[src/rtl/rb_ctrl_pkg.sv]
// rb_ctrl_pkg: opcodes, register-bank codes and sequencer state/class types
package rb_ctrl_pkg;
  localparam logic [3:0] OP_LOAD = 4'h9;
  localparam logic [3:0] OP_STORE = 4'hA;
  localparam logic [3:0] OP_NOP = 4'hF;
  localparam logic [5:0] WR_IDX = 6'd34;
  localparam logic [5:0] NOP_C = 6'd63;
  typedef enum logic [2:0] {IDLE, READ, EXEC, WB, LD_WAIT, ST_LATCH, ST_WAIT, RETIRE} state_t;
  typedef enum logic [2:0] {CL_ALU, CL_LOAD, CL_STORE, CL_NOP, CL_ILL} cls_t;
endpackage

[src/rtl/rb_decode.sv]
// rb_decode: classifies an instruction and range-checks its register fields
module rb_decode
  import rb_ctrl_pkg::*;
(
  input  logic [15:0] instr,
  output cls_t        cls,
  output logic        regs_ok
);
  logic [3:0] op;
  assign op = instr[15:12];
  assign cls = !op[3] ? CL_ALU : op == OP_LOAD ? CL_LOAD : op == OP_STORE ? CL_STORE : op == OP_NOP ? CL_NOP : CL_ILL;
  assign regs_ok = instr[11:6] <= 6'd31 && instr[5:0] <= WR_IDX;
endmodule

[src/rtl/rb_sequencer.sv]
// rb_sequencer: steps one instruction at a time through register-bank, ALU and memory control
module rb_sequencer
  import rb_ctrl_pkg::*;
#(
  parameter int ALU_LAT = 1,
  parameter int MEM_TIMEOUT = 255
) (
  input  logic        clk,
  input  logic        rst_n,
  input  logic        instr_valid,
  input  logic [15:0] instr,
  output logic        instr_ready,
  output logic [1:0]  MC,
  output logic [4:0]  busA,
  output logic [5:0]  busB,
  output logic [5:0]  busC,
  output logic [2:0]  alu_op,
  output logic        mem_req,
  output logic        mem_we,
  input  logic        mem_ack,
  output logic        busy,
  output logic        done,
  output logic        err_illegal,
  output logic        err_timeout
);
  state_t state, state_d;
  cls_t cls;
  logic [2:0] op;
  logic [5:0] rd, rs;
  logic [7:0] cnt, cnt_d;
  logic regs_ok, accept, illegal, tmo, alu_ph;

  rb_decode u_dec (.instr(instr), .cls(cls), .regs_ok(regs_ok));

  assign accept = instr_valid && instr_ready;
  assign illegal = cls == CL_ILL || (cls == CL_ALU && !regs_ok);
  // ack in the same cycle as the limit takes priority over the timeout
  assign tmo = (state == LD_WAIT || state == ST_WAIT) && !mem_ack && cnt == 8'(MEM_TIMEOUT - 1);

  always_comb begin
    state_d = state;
    cnt_d = cnt;
    case (state)
      IDLE: begin
        cnt_d = '0;
        if (accept)
          state_d = illegal ? RETIRE : cls == CL_ALU ? READ : cls == CL_LOAD ? LD_WAIT : cls == CL_STORE ? ST_LATCH : RETIRE;
      end
      READ: begin
        cnt_d = 8'(ALU_LAT - 1);
        state_d = EXEC;
      end
      EXEC: begin
        cnt_d = cnt == 8'd0 ? 8'd0 : cnt - 8'd1;
        state_d = cnt == 8'd0 ? WB : EXEC;
      end
      ST_LATCH: begin
        cnt_d = '0;
        state_d = ST_WAIT;
      end
      LD_WAIT, ST_WAIT: begin
        cnt_d = (mem_ack || tmo) ? 8'd0 : cnt + 8'd1;
        state_d = (mem_ack || tmo) ? RETIRE : state;
      end
      default: state_d = IDLE;
    endcase
  end

  always_ff @(posedge clk) begin
    if (!rst_n) begin
      state <= IDLE;
      cnt <= '0;
      op <= '0;
      rd <= '0;
      rs <= '0;
      err_illegal <= 1'b0;
      err_timeout <= 1'b0;
    end else begin
      state <= state_d;
      cnt <= cnt_d;
      if (accept) op <= instr[14:12];
      if (accept) rd <= instr[11:6];
      if (accept) rs <= instr[5:0];
      if (accept && illegal) err_illegal <= 1'b1;
      if (tmo) err_timeout <= 1'b1;
    end
  end

  // the bank writes whenever MC is 00 and busC is a real register, so busC stays NOP_C outside WB
  assign alu_ph = state == READ || state == EXEC || state == WB;
  assign instr_ready = state == IDLE;
  assign busy = state != IDLE;
  assign done = state == WB || state == RETIRE;
  assign MC = {state == LD_WAIT && mem_ack, state == ST_LATCH};
  assign busA = state == READ ? rd[4:0] : '0;
  assign busB = state == READ ? rs : '0;
  assign busC = state == WB ? rd : NOP_C;
  assign alu_op = alu_ph ? op : '0;
  assign mem_req = state == LD_WAIT || state == ST_WAIT;
  assign mem_we = state == ST_WAIT;
endmodule

[config.mk]
export PLATFORM = sky130hd
export DESIGN_NAME = rb_sequencer
export DESIGN_NICKNAME = d
export VERILOG_FILES = /design/src/rtl/rb_ctrl_pkg.sv /design/src/rtl/rb_decode.sv /design/src/rtl/rb_sequencer.sv
export SDC_FILE = /design/constraint.sdc
export NUM_CORES = 1
export LEC_CHECK = 0
export CAP_MARGIN = 10
export CORE_AREA = 8 8 94 96
export DETAILED_ROUTE_END_ITERATION = 6
export DIE_AREA = 0 0 102 104
export PLACE_DENSITY = 0.48
export SYNTH_ARGS = -nofsm -noshare
export SYNTH_HDL_FRONTEND = slang
export SYNTH_SLANG_ARGS = --single-unit
export TNS_END_PERCENT = 50
[constraint.sdc]
create_clock -name clk -period 6.51 [get_ports clk]
set_clock_uncertainty 0.15 [all_clocks]
set_input_delay 1.302 -clock clk [delete_from_list [all_inputs] [get_ports clk]]
set_output_delay 1.302 -clock clk [all_outputs]
set_load 0.05 [all_outputs]
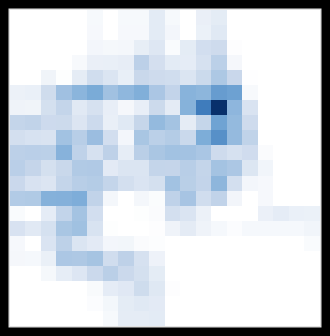
(wiring heat map)
20 x 21 tiles, from white (low) to dark blue (high), scaled to the fullest tile. Values are wire area over tile area, all layers added.
nearly empty tiles	42%
mean over tiles	0.079
tiles over half the peak	1.4%
Final Routed Wirelength: 5.20 mm
post-detailed-route wirelength per cell: 14.4 µm
number of vias in the routed layout: 1688
GRT Overall Usage: 0.100

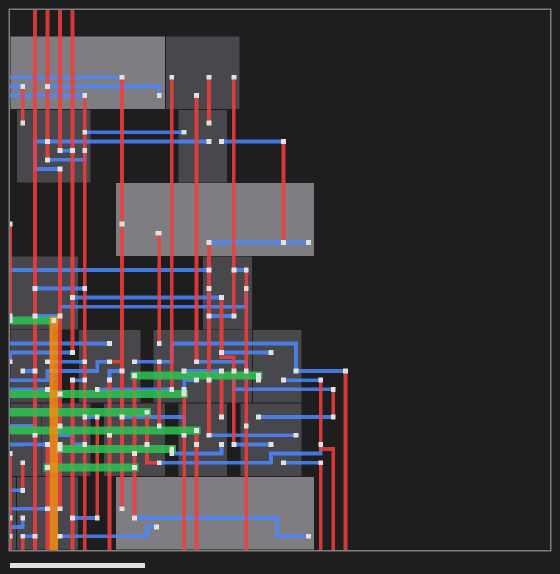
(zoomed window)
The bar under the picture is 5 µm long. Region (66, 68) to (86, 88) µm. Cells in gray, sequential cells in the stronger gray; small squares are vias.
color	layer
orange	met4
green	met3
red	met2
blue	met1
netlist names of flops here include	`cnt` (2), `err_timeout` (1)
cells with their middle in the window	17
sequential cells in the window	3
most frequent	nor4_1 (3), o21ai_0 (3), dfxtp_1 (3)

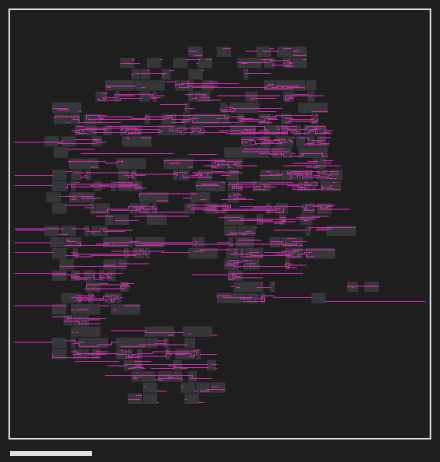
(metal 1)
The bar under the picture is 20 µm long.
longest straight run	34.0 µm
main direction	horizontal
met1 routing resource usage after global routing: 0.118

==> GITHUB_STEP_SUMMARY <==
## Implementation flow summary

| Metric | Value |
|---|---|
| Fill cell instance count of the final layout | 831 |
| Fraction of area in non-clock buffers | 0.207 |
| Register share after synthesis | 0.314 |
| Post-synth area from yosys stat | 1780 µm² |
| Number of gates on the worst path with buffers counted | 3 |
| Number of placement rows | 32 |
| Cells traversed along the worst timing path | clkdlybuf4s50_1 > nor3b_1 > clkdlybuf4s50_1 |
| Top-area cell type share of the netlist area | 0.314 |
| Flop-to-flop setup slack | 4.12 ns |
| Switching component of the power | 0.000363 W |
| Critical Path Sink | MC[1] |
| Count of buffers from port buffering | 48 |
| Worst Setup End Kind | output port |
| Final layout net count | 283 |
| Final ANT Viol Nets | 0 |
| Post-synthesis to final-layout area growth | 32.1% |
| Total placed cells including tap cells | 357 |
| Combinational cell area excluding buffers and inverters | 1080 µm² |
| Power group with the highest consumption | combinational logic |
| Via-per-instance ratio | 4.68 |
| Critical path arrival | 2.83 ns |
| Primary flip-flop cell chosen by synthesis mapping | sky130_fd_sc_hd__dfxtp_1 |
| Sequential-cell power consumption | 0.000262 W |
| Gate power share | 0.492 |
| FF/Latch Area | 561 µm² |
| Share of async-settable or async-resettable flops after synthesis | 0 |
| Die x size | 102 µm |
| RSZ-0062 raised after global routing | no |
| Synthesized Nets | 247 |
| Maximum achievable frequency | 0.234 GHz |
| Height of the die | 104 µm |
| Commonest cells in the netlist | sky130_fd_sc_hd__nand2_1 (37), sky130_fd_sc_hd__dfxtp_1 (28), sky130_fd_sc_hd__a21boi_0 (16), sky130_fd_sc_hd__and2_1 (16), sky130_fd_sc_hd__o21ai_0 (11) |
| Cell count in the Yosys report | 224 |
| OpenROAD warnings | 28 |
| Final HPWL from detailed placement | 3.68 mm |
| Cell repeated most along the worst path | sky130_fd_sc_hd__clkdlybuf4s50_1 |
| Yosys synthesis warning count | 0 |
| Min-Delay Path Class | reg2reg |
| Clk buf depth | 2 |
| Clock tree from TritonCTS | done |
| Fraction of the mapped netlist area in compound gates | 0.240 |
| Diodes inserted | 0 |
| MUX area fraction | 0.00561 |
| 1st-pass router iterations | 4 |
| Global-route wire length before repair | 8.86 mm |
| Depth of the worst register-to-register path | 6 |
| Critical Path Start Type | input pin |
| Combinational cell power | 0.000394 W |
| Main logic family after synthesis | simple AND/OR/NAND/NOR gates |
| Reg-to-reg startpoint | cnt[0] |
| Final cell area excluding filler cells | 2350 µm² |
| Post-Syn Instances | 224 |
| XORs/XNORs by Area | 0.0196 |
| Start point of the critical path | mem_ack |
| Clk ins delay skew pair | 0.28 ns |
| HP Start | rs[5] |
| Overall Power | 0.000800 W |
| Share of power burned in the clock network | 0.180 |
| Internal power contribution | 0.000437 W |
| Starting density of the core | 0.239 |
| Largest incremental delay on the critical path | 0.83 ns |
| Cell types with the largest area share after synthesis | sky130_fd_sc_hd__dfxtp_1 (31%), sky130_fd_sc_hd__nand2_1 (7.8%), sky130_fd_sc_hd__a21boi_0 (6.7%), sky130_fd_sc_hd__and2_1 (5.6%), sky130_fd_sc_hd__o21ai_0 (3.1%) |
| Number of combinational gates with multiple inputs | 171 |
| Global placer's final weighted congestion | 0.783 |
| Number of clock buffer instances in the layout | 3 |
| Netlist cell types | 55 |
| Number of signal-net inverters in the final layout | 7 |
| Kind of cell adding the most delay to the critical path | buffers and inverters |
| Outcome | complete, no violations |
| Leading cell category by total area | multi-input combinational cells |
| Most frequent cell after synthesis | sky130_fd_sc_hd__nand2_1 |
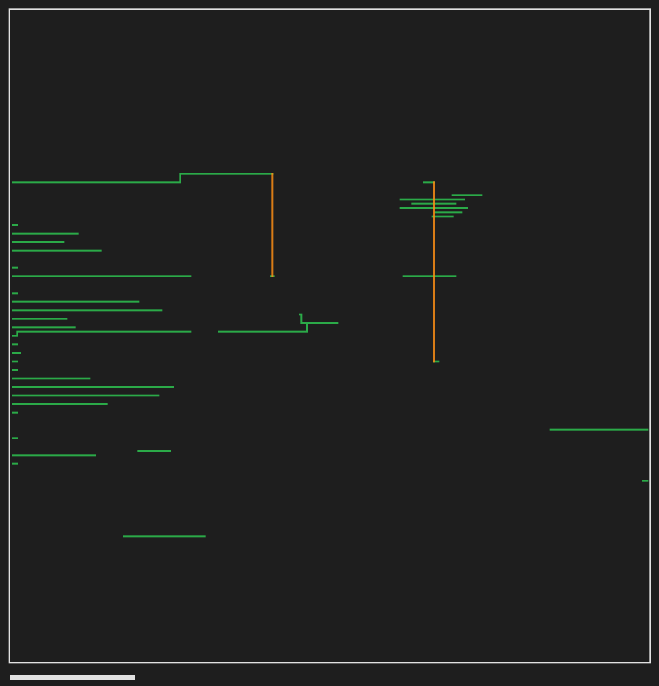
(metal layers overlaid)
The bar under the picture is 20 µm long. Two of the layers only.
color	layer	wire length
orange	met4	44.9 µm
green	met3	398 µm

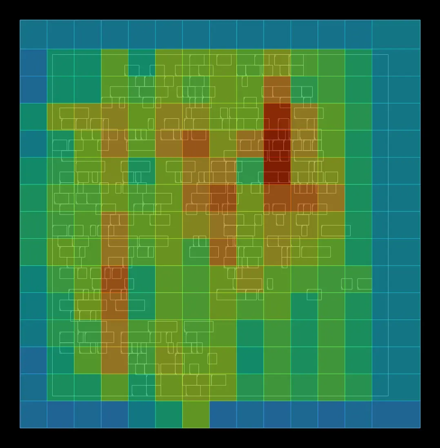
(track usage over the die)
Most Used Layer, Global Route: met2
global-route met2 utilization: 0.167
global routing met3 resource utilization: 0.0382

## state kept, by name, indices dropped and copies added, names as in the netlist
| signal | flops |
|---|---|
| cnt | 8 |
| err_illegal | 1 |
| err_timeout | 1 |
| op | 3 |
| rd | 6 |
| rs | 6 |
| state | 3 |
## per-stage QoR
| stage | hold WS, ns | worst slack, ns | utilization |
|---|---|---|---|
| final | 0.315 | 2.23 | 0.316 |
| after global placement | 0.297 | 2.23 | 0.307 |
| after CTS | 0.321 | 2.22 | 0.316 |
| after detailed placement | 0.305 | 2.23 | 0.307 |
| after global routing | 0.341 | 2.01 | 0.316 |
| after floorplan | 0.289 | 2.61 | - |
## routing by layer
metal,part of all wire,global-route usage,vias up
li1,-,-,861
met1,0.46,0.118,772
met2,0.45,0.167,51
met3,0.077,0.0382,4
met4,0.0085,0.0178,0
met5,0,0,-
Power figures rest on the tool's default switching activity, not on a simulated workload.
